File: config.mk
export PLATFORM = sky130hd
export DESIGN_NAME = micro_sequencer
export DESIGN_NICKNAME = d
export VERILOG_FILES = /design/src/rtl/micro_sequencer.sv
export SDC_FILE = /design/constraint.sdc
export NUM_CORES = 1
export LEC_CHECK = 0
export CAP_MARGIN = 30
export CORE_ASPECT_RATIO = 1.4
export CORE_MARGIN = 2
export CORE_UTILIZATION = 30
export DETAILED_ROUTE_END_ITERATION = 12
export PLACE_DENSITY = 0.66
export SKIP_CTS_REPAIR_TIMING = 1
export SLEW_MARGIN = 20
export SYNTH_ARGS = -nofsm -noshare
export SYNTH_HDL_FRONTEND = slang
export SYNTH_SLANG_ARGS = --single-unit
File: constraint.sdc
create_clock -name clock -period 1.9 [get_ports clock]
set_input_delay 0.285 -clock clock [delete_from_list [all_inputs] [get_ports clock]]
set_output_delay 0.285 -clock clock [all_outputs]
set_load 0.01 [all_outputs]
File: src/rtl/micro_sequencer.sv
// Microcode sequencer: 16-word control store addressing, branch/call/loop ops,
// a 2-deep return stack and a 4-bit loop counter.
module micro_sequencer (
    input  logic        clock,
    input  logic        resetn,
    input  logic        start,
    input  logic [17:0] uword,
    input  logic [6:0]  cond,
    output logic [3:0]  mpc,
    output logic [7:0]  ctrl,
    output logic        busy,
    output logic        done,
    output logic        err
);

    typedef enum logic [1:0] {
        S_IDLE = 2'd0,
        S_RUN  = 2'd1,
        S_HALT = 2'd2,
        S_ERR  = 2'd3
    } state_t;

    localparam logic [2:0] OP_NEXT  = 3'd0;
    localparam logic [2:0] OP_JUMP  = 3'd1;
    localparam logic [2:0] OP_BRT   = 3'd2;
    localparam logic [2:0] OP_BRF   = 3'd3;
    localparam logic [2:0] OP_CALL  = 3'd4;
    localparam logic [2:0] OP_RET   = 3'd5;
    localparam logic [2:0] OP_LDCNT = 3'd6;
    localparam logic [2:0] OP_DJNZ  = 3'd7;

    state_t      state_reg, state_next;
    logic [3:0]  mpc_reg, mpc_next;
    logic [3:0]  cnt_reg, cnt_next;
    logic [1:0]  sp_reg, sp_next;
    logic [3:0]  stack_reg [2];
    logic        busy_reg, done_reg, err_reg;

    logic [2:0]  op;
    logic [2:0]  csel;
    logic [7:0]  control;
    logic [3:0]  target;
    logic [7:0]  cond_ext;
    logic        c;
    logic [3:0]  mpc_inc;
    logic [3:0]  cnt_dec;
    logic [3:0]  pop_val;
    logic        run;
    logic        is_halt;
    logic        is_fault;
    logic        push_en;

    assign op       = uword[17:15];
    assign csel     = uword[14:12];
    assign control  = uword[11:4];
    assign target   = uword[3:0];

    // csel 7 selects a constant 1, so it is appended as the top bit
    assign cond_ext = {1'b1, cond};
    assign c        = cond_ext[csel];

    assign mpc_inc  = mpc_reg + 4'd1;
    assign cnt_dec  = cnt_reg - 4'd1;
    assign pop_val  = (sp_reg == 2'd2) ? stack_reg[1] : stack_reg[0];

    assign run      = (state_reg == S_RUN);
    assign is_halt  = (op == OP_NEXT) && (csel == 3'd7);
    assign is_fault = ((op == OP_CALL) && (sp_reg == 2'd2)) ||
                      ((op == OP_RET)  && (sp_reg == 2'd0));
    assign push_en  = run && (op == OP_CALL) && (sp_reg != 2'd2);

    assign ctrl = (run && !is_halt && !is_fault) ? control : 8'h00;
    assign mpc  = mpc_reg;
    assign busy = busy_reg;
    assign done = done_reg;
    assign err  = err_reg;

    always_comb begin
        state_next = state_reg;
        mpc_next   = mpc_reg;
        cnt_next   = cnt_reg;
        sp_next    = sp_reg;
        case (state_reg)
            S_IDLE: begin
                if (start) state_next = S_RUN;
            end
            S_RUN: begin
                if (is_fault) begin
                    state_next = S_ERR;
                end else if (is_halt) begin
                    state_next = S_HALT;
                end else begin
                    case (op)
                        OP_NEXT:  mpc_next = mpc_inc;
                        OP_JUMP:  mpc_next = target;
                        OP_BRT:   mpc_next = c ? target : mpc_inc;
                        OP_BRF:   mpc_next = c ? mpc_inc : target;
                        OP_CALL: begin
                            mpc_next = target;
                            sp_next  = sp_reg + 2'd1;
                        end
                        OP_RET: begin
                            mpc_next = pop_val;
                            sp_next  = sp_reg - 2'd1;
                        end
                        OP_LDCNT: begin
                            cnt_next = target;
                            mpc_next = mpc_inc;
                        end
                        default: begin
                            // DJNZ: a zero count wraps to 15 and still branches
                            cnt_next = cnt_dec;
                            mpc_next = (cnt_dec != 4'd0) ? target : mpc_inc;
                        end
                    endcase
                end
            end
            S_HALT: begin
                if (start) begin
                    state_next = S_RUN;
                    mpc_next   = 4'd0;
                    sp_next    = 2'd0;
                end
            end
            default: begin
                state_next = S_ERR;
            end
        endcase
    end

    always_ff @(posedge clock) begin
        if (!resetn) begin
            state_reg <= S_IDLE;
            mpc_reg   <= 4'd0;
            cnt_reg   <= 4'd0;
            sp_reg    <= 2'd0;
            busy_reg  <= 1'b0;
            done_reg  <= 1'b0;
            err_reg   <= 1'b0;
        end else begin
            state_reg <= state_next;
            mpc_reg   <= mpc_next;
            cnt_reg   <= cnt_next;
            sp_reg    <= sp_next;
            busy_reg  <= (state_next == S_RUN);
            done_reg  <= (state_next == S_HALT);
            err_reg   <= (state_next == S_ERR);
        end
    end

    // Each return-stack entry is written only when a push lands on its slot
    generate
        for (genvar gi = 0; gi < 2; gi++) begin : g_stack
            always_ff @(posedge clock) begin
                if (!resetn) begin
                    stack_reg[gi] <= 4'd0;
                end else if (push_en && (sp_reg == 2'(gi))) begin
                    stack_reg[gi] <= mpc_inc;
                end
            end
        end
    endgenerate

endmodule

Fig. 1: cell density map
The die is cut into 7 by 9 equal tiles; white is low, dark blue is high, 0 to 100% covered.
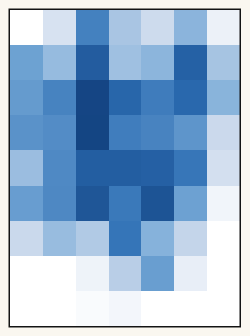
The emptiest ninth of the die: south-east. 18% of the tiles are over 75% full. The densest ninth of the die: center.

Fig. 2: met3 routing
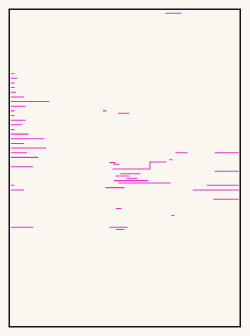
41 nets have wire on it. The longest straight run is 14.7 microns. The layer holds 4.4% of the routed length. The wires run mostly horizontal. The layer carries 214 microns of wire.

Fig. 3: clock wires, drivers and flops
The bar under the picture is 20 microns long.
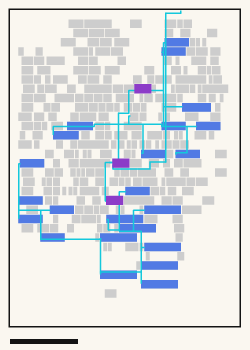
Key: cells driving clock nets = purple [count 3]; clock wires = cyan [length 345 microns]; flip-flops = blue [count 23]
There are 4 routed clock nets.

Fig. 4: pin placement
Pins as bars across the die edge, other pins in gray.
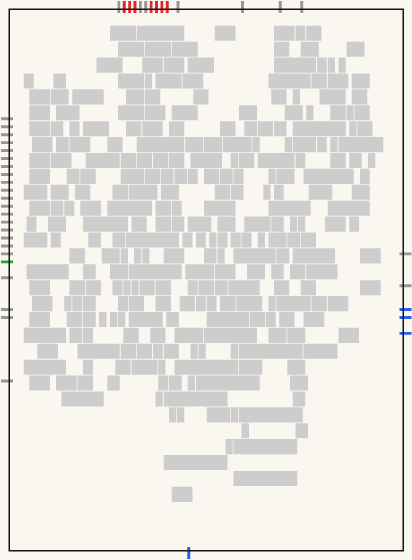
Key: busy = green [pins 1, direction output, edge west]; cond = red [pins 7, direction input, edge north]; mpc = blue [pins 4, direction output, edge 3 east, 1 south]

Fig. 5: placed standard cells
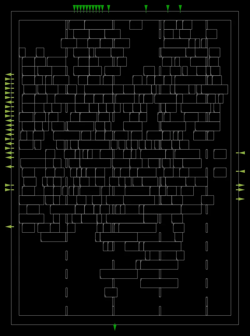
Final Util: 0.503
Rows: 32
Seq area share: 0.200

==> impl_metrics.ini <==
; synthesis and place-and-route metrics
[outcome]
outcome = complete, but fails checks
failed_checks = setup timing

[timing]
setup_viol = 4
finalSetupTns_ns = -0.162
slew_headroom = 0.626
rsz0062_at_grt = yes
fin_ws_ns = -0.0527
fin_crit_sh = 1.03
finalClockSkew_ns = 0.00479

[synth]
common_cells = nor2_1 (21), dfxtp_1 (15), nand2_1 (13)
synth_seq_share = 0.323
syn_area_per_cell_sq_um = 8.37
logic_family = simple AND/OR/NAND/NOR gates
simple_gate_share = 0.250
ys_warn_count = 0
ys_chip_area_sq_um = 1670
ys.flops = 23
ys_cells = 200
synthesis.nets = 234
adder_share = 0.0448
ys_sh_xor = 0.0314
synth-main-ff-cell = dfxtp_1
synth_cell_types = 47
edf_count = 8
aoi_share = 0.203

[finish]
signal_buffers = 86
flops = 23
finalNetCount = 315
seq_area_sq_um = 547
drive_gt1_frac = 0.368
most-common-layout-cells = buf_4 (43), clkdlybuf4s50_1 (23), nor2_1 (19)
largest_register_ffs = 8
fillers = 541
instances_no_fill = 348
area_growth_pct = 63.5

[drt]
drt_pre_antenna_iters = 4
via_per_inst = 5.15

[global_routing]
grt_pass1_vias = 1614
grt_usage = 0.147
antenna_found_initial = 0
grt_pass1_wl_microns = 7070

[place]
post-place-ws_ns = -0.535
post-place-cells = 337
port_buffers = 42

[cts]
clk_path_buf_depth = 2
cts_sinks = 23
cts_tree = built
clkSlewWorstSetupHoldPaths_ns = 0.08
htreeDepth = 1
clock_latency_ns = 0.27

[die]
ioPinCount = 43
tap-cell-count = 68
fp_util = 0.307
core_sq_um = 5450

[worst_setup_path]
cp-startpoint = sp_reg[0]
r2r_cells = 10
cp_max_fo = 4
reg2reg_slack_ns = -0.03
crit_end = ctrl[0]
timing.rr.start = sp_reg[0]
reg2reg_to = mpc[2]
cp.required_ns = 1.62
end_kind = output port

[power]
power.density_nw_per_um2 = 487
## per-stage QoR
step                utilization  instance area, sq um
finish                    0.503                  2740
global route              0.503                  2740
CTS                       0.453                  2470
detailed placement        0.444                  2420
global placement          0.444                  2420
floorplan                     -                  1690
## worst max-delay path: stages (launching register included)
cell and delay (ns):
dfxtp_2 0.34, inv_2 0.07, ha_4 0.18, mux2i_4 0.16, nor2_4 0.07, nor3_2 0.20, buf_4 0.15, and2_4 0.13
buf_6 0.09
## layer usage
layer,track usage,share of wire,vias up
li1,-,-,875
met2,0.281,0.57,55
met1,0.158,0.37,853
met5,0,0,-
met3,0.0194,0.043,8
met4,0.0510,0.020,0
## report_power, final
group / leakage (uW) / internal [uW] / switching, uW
Clock: 0.0000217 / 149 / 174
Combinational: 0.000968 / 258 / 208
Sequential: 0.000207 / 530 / 15.5
Power is estimated from default activity; no workload was simulated.
